### src/rtl/uart_pkg.sv
// Shared UART definitions: receiver/transmitter state encoding, oversample default, baud divider helper.
package uart_pkg;

  typedef enum logic [2:0] {
    IDLE,
    START,
    DATA,
    PARITY,
    STOP
  } uart_state_t;

  localparam int OSR_DEF = 16;

  // Integer floor: the actual bit rate ends up slightly fast when the ratio is not exact.
  function automatic int calc_clk_div(input int fqr, input int baud_rate, input int osr);
    return fqr / (baud_rate * osr);
  endfunction

endpackage

### src/rtl/baud_tick_rx.sv
// Oversample tick generator: one-cycle enable every CLK_DIV clk1 cycles.
// restart zeroes the count so the following tick lands exactly CLK_DIV cycles later.
module baud_tick_rx #(
  parameter int CLK_DIV = 27
) (
  input  logic clk1,
  input  logic rst,
  input  logic restart,
  output logic tick
);

  localparam int            CW   = (CLK_DIV > 1) ? $clog2(CLK_DIV) : 1;
  localparam logic [CW-1:0] LAST = CW'(CLK_DIV - 1);

  logic [CW-1:0] r_cnt;

  always_ff @(posedge clk1 or posedge rst) begin
    if (rst) begin
      r_cnt <= '0;
    end else if (restart || (r_cnt == LAST)) begin
      r_cnt <= '0;
    end else begin
      r_cnt <= r_cnt + CW'(1);
    end
  end

  assign tick = !restart && (r_cnt == LAST);

endmodule

### src/rtl/uart_receiver.sv
// uart_receiver: 16x-oversampled UART RX with mid-bit sampling; UART_RX_MAJORITY_EN selects 2-of-3 voting.
// rx_valid pulses one clk1 after the mid-stop sample; no backpressure, each word overwrites data_out.
module uart_receiver
  import uart_pkg::*;
#(
  parameter int Data_length = 8,
  parameter int parity_en   = 0,
  parameter int fqr         = 50000000,
  parameter int baud_rate   = 115200,
  parameter int OSR         = OSR_DEF
) (
  input  logic                   clk1,
  input  logic                   rst,
  input  logic                   serialdata_in,
  input  logic                   parity_type,
  output logic [Data_length-1:0] data_out,
  output logic                   rx_valid,
  output logic                   parity_err,
  output logic                   frame_err,
  output logic                   rx_busy
);

  localparam int CLK_DIV = calc_clk_div(fqr, baud_rate, OSR);
  localparam int TW      = $clog2(OSR);
  localparam int BW      = $clog2(Data_length);
`ifdef UART_RX_MAJORITY_EN
  localparam int SAMPLE_T = OSR / 2;
`else
  localparam int SAMPLE_T = OSR / 2 - 1;
`endif
  localparam logic [TW-1:0] T_SAMP = TW'(SAMPLE_T);
  localparam logic [TW-1:0] T_LAST = TW'(OSR - 1);
  localparam logic [BW-1:0] B_LAST = BW'(Data_length - 1);

  uart_state_t            r_state, w_next;
  logic [1:0]             r_sync;
  logic                   r_rxs_d, r_armed, r_ptype, r_perr;
  logic [TW-1:0]          r_tcnt;
  logic [BW-1:0]          r_bcnt;
  logic [Data_length-1:0] r_shift;
  logic                   w_rxs, w_tick, w_start, w_samp, w_bit;

  always_ff @(posedge clk1 or posedge rst) begin
    if (rst) r_sync <= 2'b11;
    else     r_sync <= {r_sync[0], serialdata_in};
  end

  assign w_rxs   = r_sync[1];
  assign w_start = (r_state == IDLE) && r_armed && r_rxs_d && !w_rxs;
  assign w_samp  = w_tick && (r_tcnt == T_SAMP) && (r_state != IDLE);
  assign rx_busy = (r_state != IDLE);

  baud_tick_rx #(.CLK_DIV(CLK_DIV)) u_tick (
    .clk1    (clk1),
    .rst     (rst),
    .restart (w_start),
    .tick    (w_tick)
  );

`ifdef UART_RX_MAJORITY_EN
  logic r_s_a, r_s_b;

  // The two ticks before the decision tick feed the vote together with the live sample.
  always_ff @(posedge clk1 or posedge rst) begin
    if (rst) begin
      r_s_a <= 1'b1;
      r_s_b <= 1'b1;
    end else if (w_tick) begin
      if (r_tcnt == TW'(SAMPLE_T - 2)) r_s_a <= w_rxs;
      if (r_tcnt == TW'(SAMPLE_T - 1)) r_s_b <= w_rxs;
    end
  end

  assign w_bit = (r_s_a & r_s_b) | (r_s_a & w_rxs) | (r_s_b & w_rxs);
`else
  assign w_bit = w_rxs;
`endif

  always_ff @(posedge clk1 or posedge rst) begin
    if (rst) r_state <= IDLE;
    else     r_state <= w_next;
  end

  always_comb begin
    w_next = r_state;
    case (r_state)
      IDLE:    if (w_start) w_next = START;
      START:   if (w_samp) w_next = w_bit ? IDLE : DATA;
      DATA:    if (w_samp && (r_bcnt == B_LAST)) w_next = (parity_en != 0) ? PARITY : STOP;
      PARITY:  if (w_samp) w_next = STOP;
      STOP:    if (w_samp) w_next = IDLE;
      default: w_next = IDLE;
    endcase
  end

  always_ff @(posedge clk1 or posedge rst) begin
    if (rst) begin
      r_rxs_d    <= 1'b1;
      r_armed    <= 1'b0;
      r_ptype    <= 1'b0;
      r_perr     <= 1'b0;
      r_tcnt     <= '0;
      r_bcnt     <= '0;
      r_shift    <= '0;
      data_out   <= '0;
      rx_valid   <= 1'b0;
      parity_err <= 1'b0;
      frame_err  <= 1'b0;
    end else begin
      r_rxs_d  <= w_rxs;
      rx_valid <= 1'b0;
      // Arming needs a full tick of idle-high, which keeps a held-low break from retriggering.
      if (w_start) begin
        r_armed <= 1'b0;
        r_ptype <= parity_type;
        r_tcnt  <= '0;
        r_bcnt  <= '0;
      end else if (r_state == IDLE) begin
        r_tcnt <= '0;
        if (w_tick && w_rxs) r_armed <= 1'b1;
      end else if (w_tick) begin
        r_tcnt <= (r_tcnt == T_LAST) ? '0 : r_tcnt + TW'(1);
      end
      if (w_samp) begin
        case (r_state)
          DATA: begin
            r_shift[r_bcnt] <= w_bit;
            r_bcnt          <= (r_bcnt == B_LAST) ? '0 : r_bcnt + BW'(1);
          end
          PARITY: r_perr <= w_bit ^ (^r_shift) ^ r_ptype;
          STOP: begin
            data_out   <= r_shift;
            parity_err <= (parity_en != 0) && r_perr;
            frame_err  <= ~w_bit;
            rx_valid   <= 1'b1;
          end
          default: ;
        endcase
      end
    end
  end

endmodule

### config.mk
export PLATFORM = sky130hd
export DESIGN_NAME = uart_receiver
export DESIGN_NICKNAME = d
export VERILOG_FILES = /design/src/rtl/uart_pkg.sv /design/src/rtl/baud_tick_rx.sv /design/src/rtl/uart_receiver.sv
export SDC_FILE = /design/constraint.sdc
export NUM_CORES = 1
export LEC_CHECK = 0
export CAP_MARGIN = 30
export CORE_MARGIN = 4
export CORE_UTILIZATION = 45
export DETAILED_ROUTE_END_ITERATION = 16
export HOLD_SLACK_MARGIN = 0.08
export PLACE_DENSITY = 0.73
export RECOVER_POWER = 50
export SETUP_SLACK_MARGIN = 0.1
export SLEW_MARGIN = 20
export SYNTH_ARGS = -nofsm -noshare
export SYNTH_HDL_FRONTEND = slang
export SYNTH_SLANG_ARGS = --single-unit
### constraint.sdc
create_clock -name clk1 -period 2 [get_ports clk1]
set_input_delay 0.2 -clock clk1 [delete_from_list [all_inputs] [get_ports clk1]]
set_output_delay 0.2 -clock clk1 [all_outputs]
set_load 0.005 [all_outputs]
==> flow_metrics.env, run 1 <==
# yosys + openroad results
export IMPL_status="complete, no violations"
export IMPL_cap_viol_max_count=0
export IMPL_drt_initial_drc_count=48
export IMPL_holdWs_ns=0.370
export IMPL_drive_gt1_share_pct=26.5
export IMPL_syn_nets=152
export IMPL_die_w_um=70.1
export IMPL_clock_path_buffers=2
export IMPL_rrSetupSlack_ns=0.22
export IMPL_cpPeakStageDelay_ns=0.42
export IMPL_htree_num_levels=2
export IMPL_max_slew_margin_pct=26.4
export IMPL_setup_viol=0
export IMPL_cp_slowest_cell="dfrtp_1"
export IMPL_cts_root_buf="clkbuf_8"
export IMPL_cts_resized=0
export IMPL_irDropWorstVdd_mv=0.671
export IMPL_required_ns=2.18
export IMPL_flop_cell="dfrtp_1"
export IMPL_xor_share_pct=1.52
export IMPL_layout_cells_non_filler=214
export IMPL_top_layer="met4"
export IMPL_worstHoldStart="r_sync[0]$_DFF_PP1_"
export IMPL_holdPathStages=0
export IMPL_critPathLaunch="r_tcnt[0]$_DFFE_PP0P_"
export IMPL_drv_slew=0
export IMPL_tightest_slew_ns=1.10
export IMPL_reg2reg_to="data_out[4]$_DFFE_PP0P_"
export IMPL_p_total_mw=1.86
export IMPL_top_area_cell="dfrtp_1"
export IMPL_finalClockSkew_ns=0.00962
export IMPL_wl_met1_um=1380
export IMPL_endpoint="data_out[4]$_DFFE_PP0P_"
export IMPL_globalplace_congestion=0.798
export IMPL_end_kind="flop"
export IMPL_clock_fmax_mhz=562
export IMPL_p_leak_nw=0.948
export IMPL_synth_seq_cells=37
export IMPL_first_global_vias=1230
export IMPL_ys_cells=143
export IMPL_nets=174
export IMPL_period_used_pct=89.0
export IMPL_yosysTopAreaCellShare_pct=49.1
export IMPL_syn_area_mm2=0.00173
export IMPL_core_mm2=0.00369
export IMPL_synth_area_mux_share_pct=12.7
export IMPL_die_h_um=70.1
export IMPL_synthArstFlopShare_pct=100
export IMPL_final_setup_worst_slack_ns=0.221
export IMPL_ys_sh_adder_pct=3.61
export IMPL_clkTransAtPathRegs_ns=0.08
export IMPL_crit_buf_inv=2
export IMPL_postCtsSetupRepairBufs=1
export IMPL_ys_sh_simple_pct=16.8
export IMPL_hold_viol_final=0
export IMPL_grt_pass1_wl_um=5650
export IMPL_crit_cells=6
export IMPL_ys_area_mm2=0.00173
export IMPL_clock_sinks=37
export IMPL_place_inst=205
export IMPL_avgSynthCellArea_um2=12.1
export IMPL_common_cells="34 x dfrtp_1, 16 x mux2_2, 9 x inv_1"
export IMPL_critPathMaxFanout=10
export IMPL_rows=22
export IMPL_fin_area_mm2=0.00207
export IMPL_initial_utilization_pct=47.0
export IMPL_synth_cells=143
export IMPL_drt_antenna_violating_nets=0
export IMPL_yosys_warnings=0
export IMPL_grt_setup_unrepaired="false"
export IMPL_most_common_cell="dfrtp_1"
export IMPL_r2r_cells=6
export IMPL_grt_start_max_net_pins=22
export IMPL_cts_buffers=5
export IMPL_critical_path_top_delay_family="flip-flops"
export IMPL_grt_ovfl_total=0
export IMPL_wl_met3_um=96
export IMPL_antenna_cells=0
export IMPL_compound_area_share_pct=7.73
export IMPL_cp_arrival_ns=1.96
export IMPL_placed_area_mm2=0.00196
export IMPL_hp_class="reg2reg"
## run 1: state kept, by name, indices dropped and copies added, names as in the netlist, 2 cells and up
signal / cells
data_out: 8
r_shift: 8
u_tick.r_cnt: 5
r_tcnt: 4
r_bcnt: 3
r_state: 3
r_sync: 2
## run 1: layer usage
metal	vias to the layer above	GRT usage, %
li1	560	-
met1	570	17.8
met2	22	23.4
met3	9	3.60
met4	0	7.66
met5	-	0
## run 1: final cells by class
cell class,instances,area (um2)
fill,318,1610
sequential,37,931
multi-input combinational,91,749
timing repair buffer,21,195
clock buffer,7,96.3
tap,48,60.1
inverter,9,33.8
clock inverter,1,8.76
## run 1: where the power goes
group          internal [mW]  switching, mW  leakage (nW)
clock                  0.318          0.270        0.0549
sequential             0.832          0.107         0.489
combinational          0.158          0.172         0.405
total                   1.31          0.549         0.948
### Register map, names as in the netlist, run 1

(6 px per um) Other sequential cells in the stronger gray, the rest of the logic in the fainter gray.
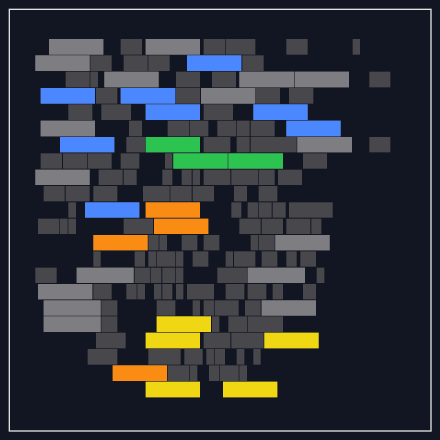
Key: orange = r_tcnt [flops 4]; green = r_bcnt [flops 3]; blue = r_shift [flops 8]; yellow = u_tick.r_cnt [flops 5, where bottom middle]
Another 17 sequential cells are not colored.
fin util: 56.2%
flop share of the area: 44.9%

### Clock nets, run 1

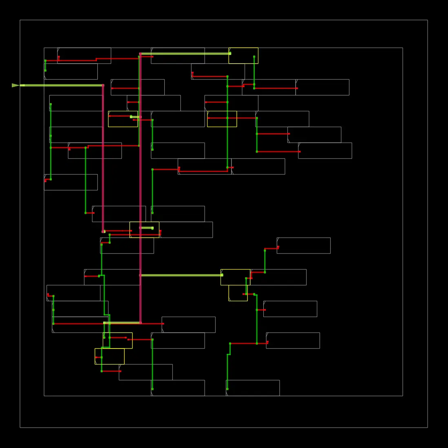
final-layout clock buffer total: 7
clk_lat worst skew: 0.29 ns
Clk power: 0.588 mW

### Signal metal coverage by tile, run 1

(6 px per um) The die is cut into 14 by 14 equal tiles; black is low, pale yellow is high, scaled to the fullest tile. Values are wire area over tile area, all layers added.
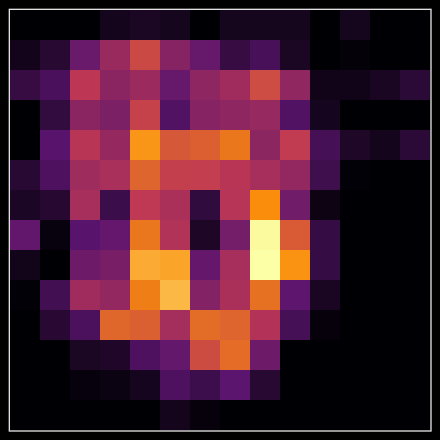
The densest ninth of the die: middle. The emptiest ninth of the die: bottom right. 34% of the tiles are nearly empty. The fullest tile reaches 0.45. 15% of the tiles are over half the peak.
Global Route Usage Sum: 14.5%
wire length per cell: 14.6 um
sum of routed wire length over all layers: 3120 um
via count: 1161

### Cell sizes after repair, run 1

(6 px per um)
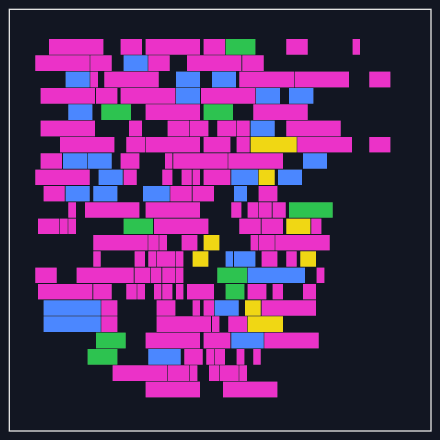
Key: blue = drive 2 [cells 27, share 16%]; magenta = drive 1 or less [cells 122, share 73%]; green = drive 6 and up [cells 9, share 5.4%]; yellow = drive 3 to 4 [cells 8, share 4.8%]

## Run 2: what changed since run 1
--- a/config.mk
+++ b/config.mk
@@ -6,7 +6,6 @@
 export NUM_CORES = 1
 export LEC_CHECK = 0
 export CAP_MARGIN = 30
-export CORE_MARGIN = 4
 export CORE_UTILIZATION = 45
 export DETAILED_ROUTE_END_ITERATION = 16
 export HOLD_SLACK_MARGIN = 0.08
### Cell sizes after repair, run 2

(8 px per um)
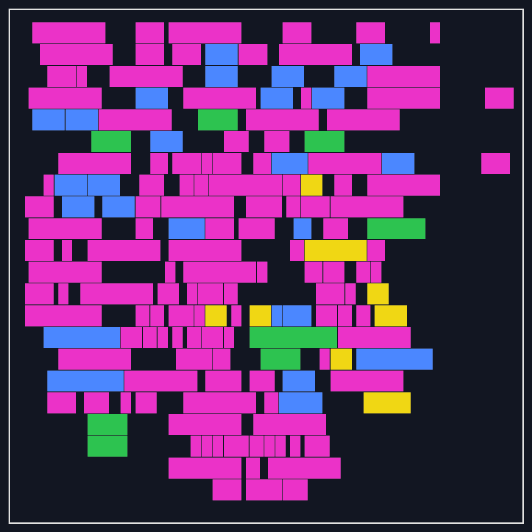
Key: magenta = drive 1 or less [cells 124, share 75%]; green = drive 6 and up [cells 8, share 4.8%]; blue = drive 2 [cells 26, share 16%]; yellow = drive 3 to 4 [cells 8, share 4.8%]
Design Area, Final: 0.00208 mm2
Non-clock buffers: 21
Layout Area Growth over Synthesis: 20.2%
PnR worst setup slack: 0.180 ns

### Register map, names as in the netlist, run 2

(6 px per um) Other sequential cells in the stronger gray, the rest of the logic in the fainter gray.
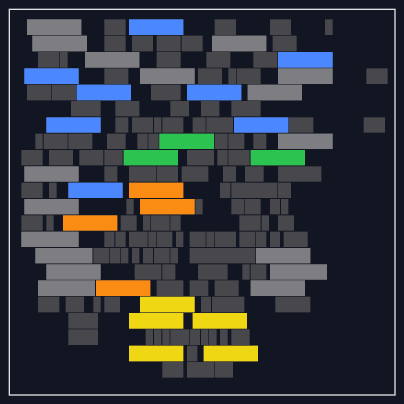
Key: blue = r_shift [flops 8]; orange = r_tcnt [flops 4]; green = r_bcnt [flops 3]; yellow = u_tick.r_cnt [flops 5, where bottom middle]

==> run 2 against run 1 <==
Compared with the run above: highest routed layer unchanged; global-route usage up 3.2 points; area after synthesis unchanged; count of clock-buffer cells in the layout unchanged; synthesized cell count unchanged; register-to-register slack worse by 0.04 ns; fmax down 2.2%; total power up 4.6%; largest cell class unchanged; sequential share of layout area down 0.19 points; wire length up 0.19%; clock power up 13%.
==> flow_metrics.env, run 2 <==
# yosys + openroad results
export IMPL_holdWs_ns=0.368
export IMPL_grt_pass1_wl_um=5490
export IMPL_status="complete, no violations"
export IMPL_syn_nets=152
export IMPL_cts_root_buf="clkbuf_8"
export IMPL_crit_buf_inv=2
export IMPL_pre_cts_ws_ns=0.124
export IMPL_irDropWorstVdd_mv=0.687
export IMPL_clkTransAtPathRegs_ns=0.07
export IMPL_warnings=29
export IMPL_grt_use_met2_pct=28.9
export IMPL_grt_setup_unrepaired="true"
export IMPL_antenna_cells=0
export IMPL_drive_gt1_share_pct=25.3
export IMPL_die_h_um=64.1
export IMPL_synthDistinctLibCells=40
export IMPL_fillers=314
export IMPL_setup_viol=0
export IMPL_synth_cells=143
export IMPL_cp_arrival_ns=1.99
export IMPL_top_layer="met4"
export IMPL_drt_initial_drc_count=42
export IMPL_placed_area_mm2=0.00196
export IMPL_period_used_pct=91.0
export IMPL_synth_edff_count=0
export IMPL_critPathMaxFanout=10
export IMPL_regToRegStartpoint="r_tcnt[0]$_DFFE_PP0P_"
export IMPL_crit_cells=6
export IMPL_rrSetupSlack_ns=0.18
export IMPL_drv_slew=0
export IMPL_synth_seq_cells=37
export IMPL_reg_largest_list="data_out (8), r_shift (8), u_tick.r_cnt (5)"
export IMPL_dp_hpwl_um=2180
export IMPL_common_cells="34 x dfrtp_1, 16 x mux2_2, 9 x inv_1"
export IMPL_endpoint="data_out[1]$_DFFE_PP0P_"
export IMPL_grt_start_max_net_pins=22
export IMPL_htree_num_levels=2
export IMPL_ys_area_mm2=0.00173
export IMPL_wire_per_inst_um=14.6
export IMPL_layout_cells_non_filler=214
export IMPL_wl_met1_um=1450
export IMPL_critPathLaunch="r_tcnt[0]$_DFFE_PP0P_"
export IMPL_most_common_cell="dfrtp_1"
export IMPL_place_inst=205
export IMPL_num_io_pins=16
export IMPL_synthArstFlopShare_pct=100
export IMPL_cpPeakStageDelay_ns=0.42
export IMPL_hold_viol_final=0
export IMPL_cts_buffers=5
export IMPL_postCtsSetupRepairBufs=0
export IMPL_tightest_slew_ns=1.10
export IMPL_holdPathEnd="r_sync[1]$_DFF_PP1_"
export IMPL_wl_met3_um=100
export IMPL_end_kind="flop"
export IMPL_cap_viol_max_count=0
export IMPL_clock_sinks=37
export IMPL_cts_tree="built"
export IMPL_p_per_area_mw_per_mm2=932
export IMPL_top_area_cell="dfrtp_1"
export IMPL_grt_util_met3_pct=5.54
export IMPL_dieArea_mm2=0.00410
export IMPL_yosysTopAreaCellShare_pct=49.1
export IMPL_top_cells_by_area="dfrtp_1 49%, mux2_2 10%, dfstp_2 4.5%, ha_1 3.6%, mux2i_1 2.3%"
export IMPL_clock_fmax_mhz=549
export IMPL_p_leak_nw=0.955
export IMPL_cts_resized=0
export IMPL_wl_um=3120
export IMPL_drt_antenna_violating_nets=0
export IMPL_syn_area_mm2=0.00173
export IMPL_layout_top_cells="33 x dfrtp_1, 16 x mux2_2, 9 x clkdlybuf4s50_1"
export IMPL_worstHoldStart="r_sync[0]$_DFF_PP1_"
export IMPL_grt_ovfl_total=0
export IMPL_avgSynthCellArea_um2=12.1
export IMPL_vias=1186
export IMPL_nets=174
export IMPL_r2r_cells=6
export IMPL_postSynthSeqShare_pct=53.6
export IMPL_antenna_found_initial=0
export IMPL_path_class="reg2reg"
export IMPL_hp_class="reg2reg"
export IMPL_clock_path_buffers=2
export IMPL_tns_ns=0
export IMPL_ys_cells=143
export IMPL_holdPathStages=0
export IMPL_insertion_delay_ns=0.29
export IMPL_busiest_layer="met2"
export IMPL_first_global_vias=1188
export IMPL_drcViolationCount=0
export IMPL_track_usage_pct=17.7
export IMPL_utilization_pct=56.5
export IMPL_core_mm2=0.00369
export IMPL_globalplace_congestion=0.712
export IMPL_holdBufCountCts=0
export IMPL_flop_cell="dfrtp_1"
export IMPL_cp_slowest_cell="dfrtp_1"
export IMPL_finalClockSkew_ns=0.00736
export IMPL_first_pass_iters=4
export IMPL_ff_latch_area_um2=931
export IMPL_reg2reg_to="data_out[1]$_DFFE_PP0P_"
export IMPL_yosys_warnings=0
export IMPL_die_w_um=64.1
export IMPL_rows=22
export IMPL_initial_utilization_pct=47.0
export IMPL_layout_top_cell="dfrtp_1"
export IMPL_critical_path_top_delay_family="flip-flops"
export IMPL_max_slew_margin_pct=26.8
export IMPL_met1_usage_pct=21.8
export IMPL_portBuffers=13
export IMPL_comb_area_um2=747
export IMPL_fin_crit_ns=1.82
export IMPL_cp_start_kind="flop"
export IMPL_vias_per_cell=5.54
export IMPL_path_cells="ha_1, nand3b_1, buf_4, nor3_4, buf_12, mux2_2"
export IMPL_route_met2_wl_um=1540
export IMPL_required_ns=2.17
export IMPL_p_total_mw=1.94
==> run 2: cell counts after synthesis <==
Identical to the previous run, type by type.
==> run 2: kinds of logic after synthesis <==
family	synth area share (%)
and+or+nand+nor	16.8
adders and majority gates	3.61
other	0.216
DFF	53.6
xor gates and xnor gates	1.52
buffers and inverters	3.83
muxes	12.7
AOI/OAI and AO/OA	7.73
==> run 2: cell type report <==
cell class / count / share of cell area, %
well taps: 48 / 2.88
multi-input cells: 91 / 35.9
repair buffers: 21 / 9.37
inverters: 9 / 1.62
flip-flops and latches: 37 / 44.7
clock buffers: 7 / 4.14
clock inverters: 1 / 1.44
==> run 2: report_power, final <==
group / total [mW] / internal, mW / switching (mW)
logic: 0.335 / 0.159 / 0.176
clock network: 0.667 / 0.406 / 0.261
registers: 0.940 / 0.832 / 0.108
## Run 3: what changed since run 2
--- a/config.mk
+++ b/config.mk
@@ -7,6 +7,7 @@
 export LEC_CHECK = 0
 export CAP_MARGIN = 30
 export CORE_UTILIZATION = 45
+export CTS_CLUSTER_DIAMETER = 30
 export DETAILED_ROUTE_END_ITERATION = 16
 export HOLD_SLACK_MARGIN = 0.08
 export PLACE_DENSITY = 0.73
==> constraint.sdc (replaced) <==
create_clock -name clk1 -period 2 [get_ports clk1]
set_input_delay 0.2 -clock clk1 [delete_from_list [all_inputs] [get_ports clk1]]
set_output_delay 0.2 -clock clk1 [all_outputs]
set_load 0.1 [all_outputs]
### Cell sizes after repair, run 3

(8 px per um)
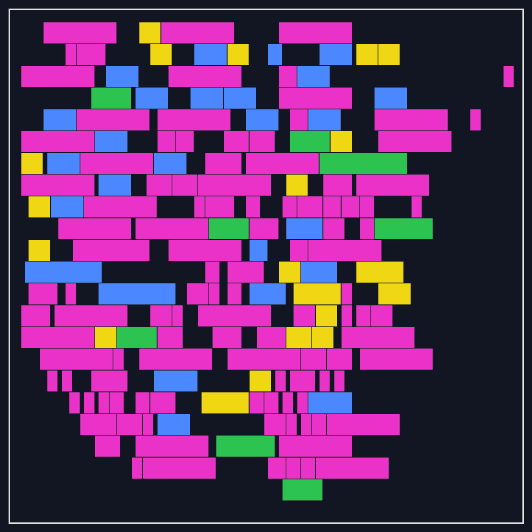
Key: green = drive 6 and up [cells 8, share 4.8%]; blue = drive 2 [cells 26, share 16%]; yellow = drive 3 to 4 [cells 20, share 12%]; magenta = drive 1 or less [cells 112, share 67%]

### Clock nets, run 3

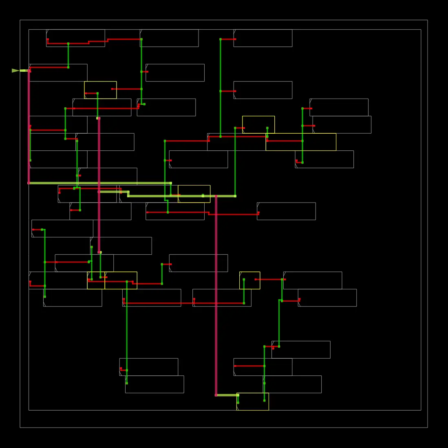
clk_lat worst skew: 0.30 ns
Clock Skew: 0.00849 ns
CTS Sinks: 37
final-layout clock buffer total: 5

==> run 3 against run 2 <==
Compared with the run above: utilization fell by 0.24 points; non-clock buffer count unchanged; total power is 5.9% higher; fmax is 1.5% higher; register-to-register slack improved by 0.03 ns; clock power is 2% lower; die area unchanged; global-route usage grew 0.28 points; critical path type unchanged.
==> flow_metrics.env, run 3 <==
# yosys + openroad results
export IMPL_nets=174
export IMPL_first_global_vias=1174
export IMPL_drt_antenna_violating_nets=0
export IMPL_initial_utilization_pct=47.0
export IMPL_drt_initial_drc_count=40
export IMPL_top_cells_by_area="dfrtp_1 49%, mux2_2 10%, dfstp_2 4.5%, ha_1 3.6%, mux2i_1 2.3%"
export IMPL_antenna_cells=0
export IMPL_compound_area_share_pct=7.73
export IMPL_die_w_um=64.1
export IMPL_synth_seq_cells=37
export IMPL_synthArstFlopShare_pct=100
export IMPL_xor_share_pct=1.52
export IMPL_combPwrFrac_pct=22.5
export IMPL_first_pass_iters=4
export IMPL_layout_top_cells="34 x dfrtp_1, 16 x mux2_2, 13 x buf_4"
export IMPL_p_per_area_mw_per_mm2=991
export IMPL_die_h_um=64.1
export IMPL_tightest_slew_ns=1.23
export IMPL_antenna_found_initial=0
export IMPL_layout_top_cell="dfrtp_1"
export IMPL_grt_use_met2_pct=28.7
export IMPL_synth_edff_count=0
export IMPL_avgSynthCellArea_um2=12.1
export IMPL_met1_usage_pct=22.1
export IMPL_p_leak_nw=0.965
export IMPL_period_used_pct=89.7
export IMPL_hp_class="reg2reg"
export IMPL_pre_cts_ws_ns=0.156
export IMPL_r2r_cells=6
export IMPL_htree_num_levels=2
export IMPL_syn_area_mm2=0.00173
export IMPL_reg_largest_list="data_out (8), r_shift (8), u_tick.r_cnt (5)"
export IMPL_flop_cell="dfrtp_1"
export IMPL_clkTransAtPathRegs_ns=0.08
export IMPL_end_kind="flop"
export IMPL_holdBufCountCts=0
export IMPL_holdPathEnd="r_sync[1]$_DFF_PP1_"
export IMPL_fin_crit_ns=1.79
export IMPL_grt_setup_unrepaired="true"
export IMPL_rows=22
export IMPL_wire_per_inst_um=14.6
export IMPL_dieArea_mm2=0.00410
export IMPL_track_usage_pct=18.0
export IMPL_cp_start_kind="flop"
export IMPL_drv_slew=0
export IMPL_power_sequential_mw=0.937
export IMPL_core_mm2=0.00369
export IMPL_top_area_cell="dfrtp_1"
export IMPL_placed_area_mm2=0.00197
export IMPL_p_total_mw=2.06
export IMPL_ys_area_mm2=0.00173
export IMPL_grt_pass1_wl_um=5400
export IMPL_dp_hpwl_um=2210
export IMPL_path_class="reg2reg"
export IMPL_tns_ns=0
export IMPL_intPower_mw=1.39
export IMPL_p_sw_share_pct=32.2
export IMPL_drive_gt1_share_pct=32.5
export IMPL_wl_um=3130
export IMPL_utilization_pct=56.2
export IMPL_critPathMaxFanout=10
export IMPL_clock_fmax_mhz=557
export IMPL_yosys_warnings=0
export IMPL_cap_viol_max_count=0
export IMPL_place_inst=206
export IMPL_synth_cells=143
export IMPL_syn_nets=152
export IMPL_ys_cells=143
export IMPL_most_common_cell="dfrtp_1"
export IMPL_logic_family="simple AND/OR/NAND/NOR gates"
export IMPL_required_ns=2.18
export IMPL_wl_met1_um=1390
export IMPL_syn_to_final_growth_pct=19.7
export IMPL_portBuffers=13
export IMPL_synthDistinctLibCells=40
export IMPL_irDropWorstVdd_mv=0.876
export IMPL_wl_met3_um=75
export IMPL_num_io_pins=16
export IMPL_postSynthSeqShare_pct=53.6
export IMPL_max_slew_margin_pct=18.3
export IMPL_critPathLaunch="u_tick.r_cnt[0]$_DFF_PP0_"
export IMPL_hold_viol_final=0
export IMPL_cts_tree="built"
export IMPL_top_layer="met4"
export IMPL_p_seq_share_pct=45.6
export IMPL_regToRegStartpoint="u_tick.r_cnt[0]$_DFF_PP0_"
export IMPL_globalplace_congestion=0.773
export IMPL_layout_cells_non_filler=214
export IMPL_postCtsSetupRepairBufs=0
export IMPL_yosysTopAreaCellShare_pct=49.1
export IMPL_synth_area_mux_share_pct=12.7
export IMPL_maxPowerGroup="registers"
export IMPL_holdPathStages=0
export IMPL_cts_root_buf="clkbuf_8"
export IMPL_ys_sh_simple_pct=16.8
export IMPL_cts_buffers=5
export IMPL_setup_viol=0
export IMPL_busiest_layer="met2"
export IMPL_holdWs_ns=0.352
export IMPL_comb_power_mw=0.464
export IMPL_clkPwrFrac_pct=31.9
export IMPL_status="complete, no violations"
export IMPL_route_met2_wl_um=1590
export IMPL_final_setup_worst_slack_ns=0.206
export IMPL_grt_ovfl_total=0
export IMPL_grt_util_met3_pct=3.75
export IMPL_grt_start_max_net_pins=24
export IMPL_worstHoldStart="r_sync[0]$_DFF_PP1_"
export IMPL_fin_area_mm2=0.00207
export IMPL_vias_per_cell=5.39
export IMPL_pg_clk_mw=0.656
export IMPL_clock_path_buffers=2
export IMPL_warnings=29
export IMPL_rrSetupSlack_ns=0.21
export IMPL_vias=1154
export IMPL_ys_sh_adder_pct=3.61
export IMPL_reg2reg_to="data_out[7]$_DFFE_PP0P_"
export IMPL_common_cells="34 x dfrtp_1, 16 x mux2_2, 9 x inv_1"
export IMPL_endpoint="data_out[7]$_DFFE_PP0P_"
-- run 3: cell counts after synthesis --
Identical to the previous run, type by type.
-- run 3: layout make-up --
class	count	area (um2)
Fill cell	312	1610
Multi-Input combinational cell	91	758
Clock buffer	5	68.8
Tap cell	48	60.1
Clock inverter	3	46.3
Sequential cell	37	930
Timing Repair Buffer	21	174
Inverter	9	37.5
-- run 3: critical path, cell delays in order (launching register included) --
cell	delay [ns]
dfrtp_1	0.41
inv_1	0.07
ha_1	0.18
nand4b_2	0.24
nor3_4	0.28
buf_12	0.16
mux2_2	0.34
-- run 3: timing repair --
item | in CTS | in global routing
setup endpoints to repair | 0 | 17
resized | 0 | 2
endpoints found under the hold margin | 0 | 0
No activity file was given, so power comes from the tool's default toggle rates.
